==> src/rtl/mxv_frame_sequencer.sv <==
// Front-end sequencer for the MxV datapath: parses UART frames, loads the
// matrix/vector FIFOs, launches the multiply and drains the results.
module mxv_frame_sequencer #(
    parameter int              DW      = 8,
    parameter int              MAX_N   = 8,
    parameter logic [DW-1:0]   HDR     = 8'hFE,
    parameter logic [DW-1:0]   TAIL    = 8'hEF,
    parameter int              TIMEOUT = 1024
) (
    input  logic          clk,
    input  logic          rst,
    input  logic          rcv,
    input  logic [DW-1:0] data,
    output logic          push_matrix,
    output logic          push_vector,
    output logic [DW-1:0] wr_data,
    output logic [3:0]    n_size,
    output logic          start,
    input  logic          proc_done,
    output logic          pop_result,
    input  logic          tx_ready,
    output logic          busy,
    output logic          error
);

    localparam int CW = $clog2(MAX_N * MAX_N) + 1;
    localparam int TW = $clog2(TIMEOUT) + 1;

    typedef enum logic [2:0] {
        IDLE,
        GET_N,
        LOAD_MAT,
        LOAD_VEC,
        GET_TAIL,
        RUN,
        WAIT_DONE,
        DRAIN
    } state_t;

    state_t        state;
    state_t        state_nx;
    logic [CW-1:0] cnt;
    logic [CW-1:0] cnt_nx;
    logic [CW-1:0] nn;
    logic [CW-1:0] nn_nx;
    logic [TW-1:0] timer;
    logic [TW-1:0] timer_nx;
    logic [3:0]    n_nx;
    logic          err_nx;
    logic          pm_nx;
    logic          pv_nx;
    logic [DW-1:0] wd_nx;

    logic          size_ok;
    logic [CW-1:0] n_last;
    logic [CW-1:0] nn_last;
    logic [CW-1:0] n_in;
    logic          post_load;

    assign size_ok   = (data >= DW'(2)) && (data <= DW'(MAX_N));
    assign n_in      = CW'(data[3:0]);
    assign n_last    = CW'(n_size) - CW'(1);
    assign nn_last   = nn - CW'(1);
    assign post_load = (state == RUN) || (state == WAIT_DONE) ||
                       (state == DRAIN);
    assign busy      = (state != IDLE);

    // Next-state, counters and strobe decisions for the frame FSM.
    always_comb begin
        state_nx   = state;
        cnt_nx     = cnt;
        nn_nx      = nn;
        timer_nx   = timer;
        n_nx       = n_size;
        err_nx     = error;
        pm_nx      = 1'b0;
        pv_nx      = 1'b0;
        wd_nx      = wr_data;
        start      = 1'b0;
        pop_result = 1'b0;
        unique case (state)
            IDLE: begin
                if (rcv && data == HDR) begin
                    state_nx = GET_N;
                    err_nx   = 1'b0;
                end
            end
            GET_N: begin
                if (rcv) begin
                    if (size_ok) begin
                        n_nx     = data[3:0];
                        nn_nx    = n_in * n_in;
                        cnt_nx   = '0;
                        state_nx = LOAD_MAT;
                    end else begin
                        err_nx   = 1'b1;
                        state_nx = IDLE;
                    end
                end
            end
            LOAD_MAT: begin
                if (rcv) begin
                    pm_nx = 1'b1;
                    wd_nx = data;
                    if (cnt == nn_last) begin
                        cnt_nx   = '0;
                        state_nx = LOAD_VEC;
                    end else begin
                        cnt_nx = cnt + CW'(1);
                    end
                end
            end
            LOAD_VEC: begin
                if (rcv) begin
                    pv_nx = 1'b1;
                    wd_nx = data;
                    if (cnt == n_last) begin
                        cnt_nx   = '0;
                        state_nx = GET_TAIL;
                    end else begin
                        cnt_nx = cnt + CW'(1);
                    end
                end
            end
            GET_TAIL: begin
                if (rcv) begin
                    if (data == TAIL) begin
                        state_nx = RUN;
                    end else begin
                        err_nx   = 1'b1;
                        state_nx = IDLE;
                    end
                end
            end
            RUN: begin
                start    = 1'b1;
                timer_nx = '0;
                state_nx = WAIT_DONE;
            end
            WAIT_DONE: begin
                if (proc_done) begin
                    cnt_nx   = '0;
                    state_nx = DRAIN;
                end else if (timer == TW'(TIMEOUT - 1)) begin
                    err_nx   = 1'b1;
                    state_nx = IDLE;
                end else begin
                    timer_nx = timer + TW'(1);
                end
            end
            DRAIN: begin
                if (tx_ready) begin
                    pop_result = 1'b1;
                    if (cnt == n_last) begin
                        cnt_nx   = '0;
                        state_nx = IDLE;
                    end else begin
                        cnt_nx = cnt + CW'(1);
                    end
                end
            end
            default: state_nx = IDLE;
        endcase
        // A byte arriving after the frame is complete is a protocol error.
        if (rcv && post_load) begin
            err_nx = 1'b1;
        end
    end

    // State, counters and registered push strobes.
    always_ff @(posedge clk) begin
        if (rst) begin
            state       <= IDLE;
            cnt         <= '0;
            nn          <= '0;
            timer       <= '0;
            n_size      <= '0;
            error       <= 1'b0;
            push_matrix <= 1'b0;
            push_vector <= 1'b0;
            wr_data     <= '0;
        end else begin
            state       <= state_nx;
            cnt         <= cnt_nx;
            nn          <= nn_nx;
            timer       <= timer_nx;
            n_size      <= n_nx;
            error       <= err_nx;
            push_matrix <= pm_nx;
            push_vector <= pv_nx;
            wr_data     <= wd_nx;
        end
    end

endmodule

==> config.mk <==
export PLATFORM = sky130hd
export DESIGN_NAME = mxv_frame_sequencer
export DESIGN_NICKNAME = d
export VERILOG_FILES = /design/src/rtl/mxv_frame_sequencer.sv
export SDC_FILE = /design/constraint.sdc
export NUM_CORES = 1
export LEC_CHECK = 0
export CAP_MARGIN = 20
export CORE_ASPECT_RATIO = 0.8
export CORE_UTILIZATION = 45
export CTS_CLUSTER_DIAMETER = 60
export DETAILED_ROUTE_END_ITERATION = 8
export PLACE_DENSITY = 0.79
export SYNTH_ARGS = -nofsm -noshare
export SYNTH_HDL_FRONTEND = slang
export SYNTH_SLANG_ARGS = --single-unit
==> constraint.sdc <==
create_clock -name clk -period 2.8 [get_ports clk]
set_input_delay 0.7 -clock clk [delete_from_list [all_inputs] [get_ports clk]]
set_output_delay 0.7 -clock clk [all_outputs]
set_load 0.005 [all_outputs]
==> tab_implementation.tex, run 1 <==
% Generated from flow reports
\begin{tabular}{lr}
\hline
Metric & Value \\
\hline
\multicolumn{2}{l}{\textbf{Status}} \\
Outcome & finished, violations left \\
Violations in the final reports & design-rule violations \\
\multicolumn{2}{l}{\textbf{Floorplanning}} \\
X dimension of the die & 84.9 um \\
Die height & 68.3 um \\
\multicolumn{2}{l}{\textbf{Synth}} \\
MUX share of area & 0.0566 \\
Dominant kind of combinational cell & simple AND/OR/NAND/NOR gates \\
Post-Synth Simple-Gate Area & 0.283 \\
Flip-flop and latch count after synthesis & 41 \\
Adder and majority gate portion of the synthesized area & 0.0354 \\
\multicolumn{2}{l}{\textbf{Placed design}} \\
IO buf count & 30 \\
Number of cells in the design after placement & 382 \\
Final HPWL from detailed placement & 4070 um \\
\multicolumn{2}{l}{\textbf{Global routing}} \\
Wire length of the first global-routing pass & 9300 um \\
Total routing usage reported by global routing & 0.203 \\
Largest net degree at the start of global routing & 34 \\
\multicolumn{2}{l}{\textbf{Routing}} \\
Via density per instance & 5.72 \\
DRC violation total after the first TritonRoute iteration & 106 \\
Residual DRC count & 3 \\
\multicolumn{2}{l}{\textbf{Power and ir drop}} \\
Switching fraction of total power & 0.220 \\
Cell-internal power & 888 uW \\
Sequential share of power & 0.518 \\
\multicolumn{2}{l}{\textbf{Setup path}} \\
Dominant cell type by count on the critical path & sky130\_fd\_sc\_hd\_\_clkdlybuf4s50\_1 \\
Critical path data required time & 2.10 ns \\
Crit path launch type & input pin \\
\multicolumn{2}{l}{\textbf{Worst hold path}} \\
Kind of path behind the tightest hold check & flop to flop \\
\multicolumn{2}{l}{\textbf{Finish}} \\
Register area & 822 sq um \\
Most numerous logic cell after layout & sky130\_fd\_sc\_hd\_\_dfxtp\_1 \\
Most used cells in the layout excluding fill and tap cells & 40 x sky130\_fd\_sc\_hd\_\_dfxtp\_1, 33 x sky130\_fd\_sc\_hd\_\_nor2\_1, 30 x sky130\_fd\_sc\_hd\_\_clkdlybuf4s50\_1, 21 x sky130\_fd\_sc\_hd\_\_nand2\_1, 20 x sky130\_fd\_sc\_hd\_\_a21oi\_1 \\
\multicolumn{2}{l}{\textbf{Run}} \\
MaxCap Viol Count & 0 \\
\multicolumn{2}{l}{\textbf{Clock tree}} \\
Number of resized instances in the post-cts repair step & 0 \\
TritonCTS buffer count & 5 \\
\hline
\end{tabular}
-- run 1: flip-flops by register name (all words and copies together), names as in the netlist --
signal	count
cnt	7
n_size	4
nn	5
state	3
push_matrix	1
wr_data	8
timer	11
push_vector	1
error	1
-- run 1: through the flow --
step	setup slack (ns)	cell area, sq um
floorplan	0.370	2480
global placement	0.0304	2840
detailed placement	-0.0108	2840
CTS	0.150	2950
global route	0.0627	2950
finish	0.132	2950
-- run 1: routing by layer --
layer / routed length, um / track usage
met1: 2810 / 0.272
met2: 2360 / 0.331
met3: 330 / 0.0386
met4: 69 / 0.0720
met5: 0 / 0
-- run 1: final cells by class --
cell class                 instances  area share
sequential                        41       0.279
tap                               62      0.0263
timing repair buffer              39       0.125
inverter                          11      0.0140
clock inverter                     2      0.0119
multi-input combinational        229       0.521
clock buffer                       5      0.0233
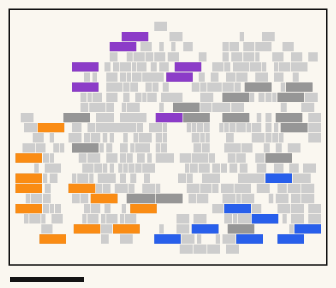
(run_1/registers.png)
Bar = 20 um.
[blue] `wr_data` | sequential cells: 8 | where: south-east
[purple] `cnt` | sequential cells: 7
[orange] `timer` | sequential cells: 11 | where: south-west
fraction of the core area covered by cells at the end of the flow: 0.572
fraction of standard cell area that is sequential: 0.279

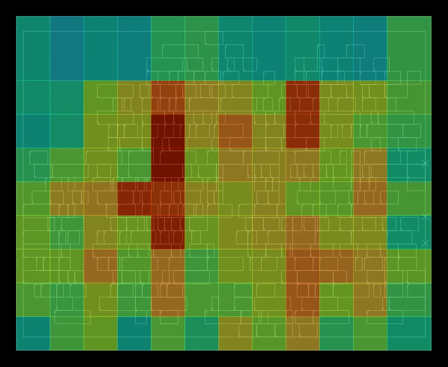
(run_1/final_congestion.png)
met3 Track Usage GR: 0.0386
busiest layer in global routing: met2

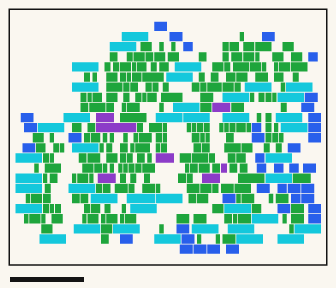
(run_1/cell_classes.png)
Bar = 20 um.
[purple] clock drivers and dummy loads | cells: 7
[blue] other buffers and delay cells | cells: 39
[green] all other logic | cells: 240
[cyan] flip-flops | cells: 41
row cnt: 23
Std-Cell Core Area: 0.00515 sq mm
final design area excluding fillers: 0.00295 sq mm

==> run_1/drive_strength.png <==
Bar = 20 um.
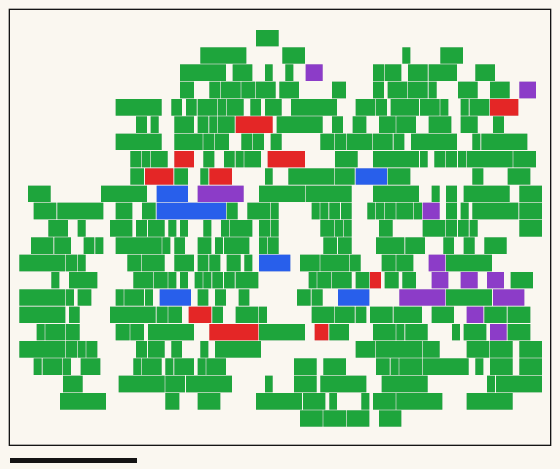

==> inputs of run 2 (changes only) <==
==> constraint.sdc (replaced) <==
create_clock -name clk -period 2.8 [get_ports clk]
set_input_delay 0.7 -clock clk [delete_from_list [all_inputs] [get_ports clk]]
set_output_delay 0.7 -clock clk [all_outputs]
set_load 0.05 [all_outputs]
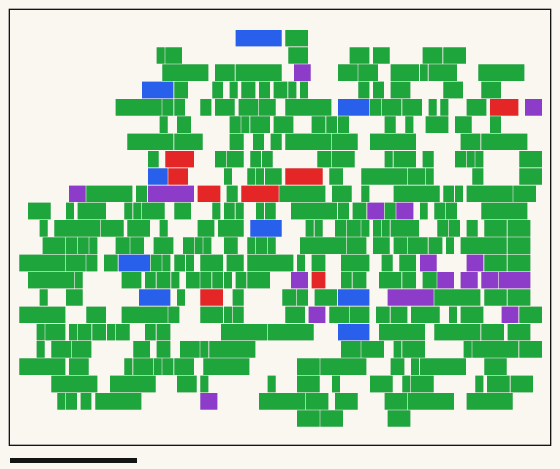
(run_2/drive_strength.png)
Bar = 20 um.
[blue] drive 6 and up | cells: 9
[purple] drive 3 to 4 | cells: 17
[green] drive 1 or less | cells: 297
[red] drive 2 | cells: 8
count of buffers not belonging to the clock network in the layout: 42
PnR worst setup slack: 0.318 ns
final design area excluding fillers: 0.00298 sq mm

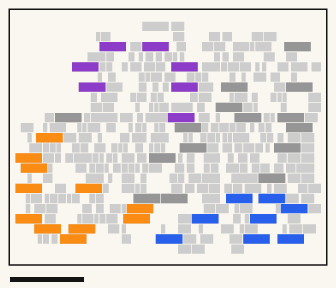
(run_2/registers.png)
Bar = 20 um.
[blue] `wr_data` | sequential cells: 8 | where: south-east
[orange] `timer` | sequential cells: 11 | where: south-west
[purple] `cnt` | sequential cells: 7 | where: north
not colored: 15

==> run 2 against run 1 <==
Compared with the run above: fmax up 7.5%; register-to-register slack about the same; the run still ends with design-rule violations left; highest routed layer unchanged; clock power down 2%; design area up 0.93%; synthesized area unchanged; flip-flop count unchanged; routed wire length up 3.5%; cell count up 1.0%.
==> tab_implementation.tex, run 2 <==
% Generated from flow reports
\begin{tabular}{lr}
\hline
Metric & Value \\
\hline
\multicolumn{2}{l}{\textbf{Floorplanning}} \\
Die height & 68.3 um \\
Row cnt & 23 \\
Std-Cell Core Area & 0.00515 sq mm \\
Tap cells & 62 \\
X dimension of the die & 84.9 um \\
\multicolumn{2}{l}{\textbf{Global routing}} \\
Largest net degree at the start of global routing & 34 \\
Busiest layer in global routing & met2 \\
Wire length of the first global-routing pass & 9600 um \\
Met2 track demand over resource & 0.370 \\
Total routing usage reported by global routing & 0.214 \\
\multicolumn{2}{l}{\textbf{STA}} \\
Final setup fails & 0 \\
Slew Viols, Final & 0 \\
\multicolumn{2}{l}{\textbf{Routing}} \\
DRC violation total after the first TritonRoute iteration & 114 \\
Wire length the detailed router placed on met1 & 2800 um \\
Residual DRC count & 3 \\
Via density per instance & 5.65 \\
Met2 wire length & 2590 um \\
Highest metal layer with signal wires & met4 \\
Met3 wire length & 315 um \\
\multicolumn{2}{l}{\textbf{Finish}} \\
Flip-flop and latch count & 41 \\
Clock buffers and inverters, area share & 0.0353 \\
Flip-flop count of the largest register after layout & 11 \\
Most numerous logic cell after layout & sky130\_fd\_sc\_hd\_\_dfxtp\_1 \\
Most used cells in the layout excluding fill and tap cells & 41 x sky130\_fd\_sc\_hd\_\_dfxtp\_1, 33 x sky130\_fd\_sc\_hd\_\_nor2\_1, 27 x sky130\_fd\_sc\_hd\_\_clkdlybuf4s50\_1, 21 x sky130\_fd\_sc\_hd\_\_nand2\_1, 20 x sky130\_fd\_sc\_hd\_\_a21oi\_1 \\
Total number of multi-input combinational cells & 229 \\
Largest register by flop count & timer \\
Multi-input logic portion of the cell area & 0.516 \\
Number of logic inverters in the finished layout & 11 \\
Clock buffer count in the final layout & 7 \\
Cell class with the largest area share & multi-input combinational cells \\
\multicolumn{2}{l}{\textbf{Placed design}} \\
IO buf count & 30 \\
Final HPWL from detailed placement & 4170 um \\
Number of cells in the design after placement & 385 \\
\multicolumn{2}{l}{\textbf{Status}} \\
Outcome & finished, violations left \\
Violations in the final reports & design-rule violations \\
\multicolumn{2}{l}{\textbf{Synth}} \\
Yosys Instances & 298 \\
Flip-flop and latch count after synthesis & 41 \\
\multicolumn{2}{l}{\textbf{Worst hold path}} \\
Instance count along the most critical hold path & 2 \\
Kind of path behind the tightest hold check & flop to flop \\
\multicolumn{2}{l}{\textbf{Setup path}} \\
Critical path data required time & 3.03 ns \\
\multicolumn{2}{l}{\textbf{Power and ir drop}} \\
Pwr Density & 382 mW/mm\^{}2 \\
\multicolumn{2}{l}{\textbf{Run}} \\
MaxCap Viol Count & 0 \\
\hline
\end{tabular}
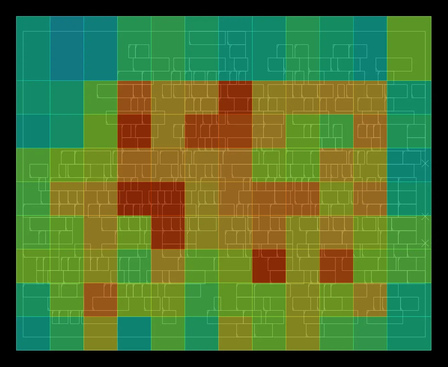
(run_2/final_congestion.png)
Global Route met1 Usage: 0.269
fraction of the core area covered by cells at the end of the flow: 0.578
met3 Track Usage GR: 0.0398

-- run 2: cell counts after synthesis --
Identical to the previous run, type by type.
-- run 2: stage by stage --
stage	area, sq um	hold slack, ns
finish	2980	0.492
global route	2980	0.536
CTS	2980	0.502
detailed placement	2870	0.482
global placement	2870	0.476
floorplan	2480	0.469
-- run 2: cells by family after synthesis --
logic type,share of synthesized area
simple gates,0.283
compound gates,0.164
flops,0.331
buf+inv,0.0485
xor+xnor,0.0814
mux,0.0566
fa+ha+maj,0.0354
-- run 2: power breakdown --
| part | total, mW | switching, mW | internal (mW) |
|---|---|---|---|
| clock network | 0.446 | 0.218 | 0.228 |
| logic | 0.105 | 0.0596 | 0.0458 |
| registers | 0.585 | 0.00132 | 0.584 |
| total | 1.14 | 0.279 | 0.857 |
No activity file was given, so power comes from the tool's default toggle rates.
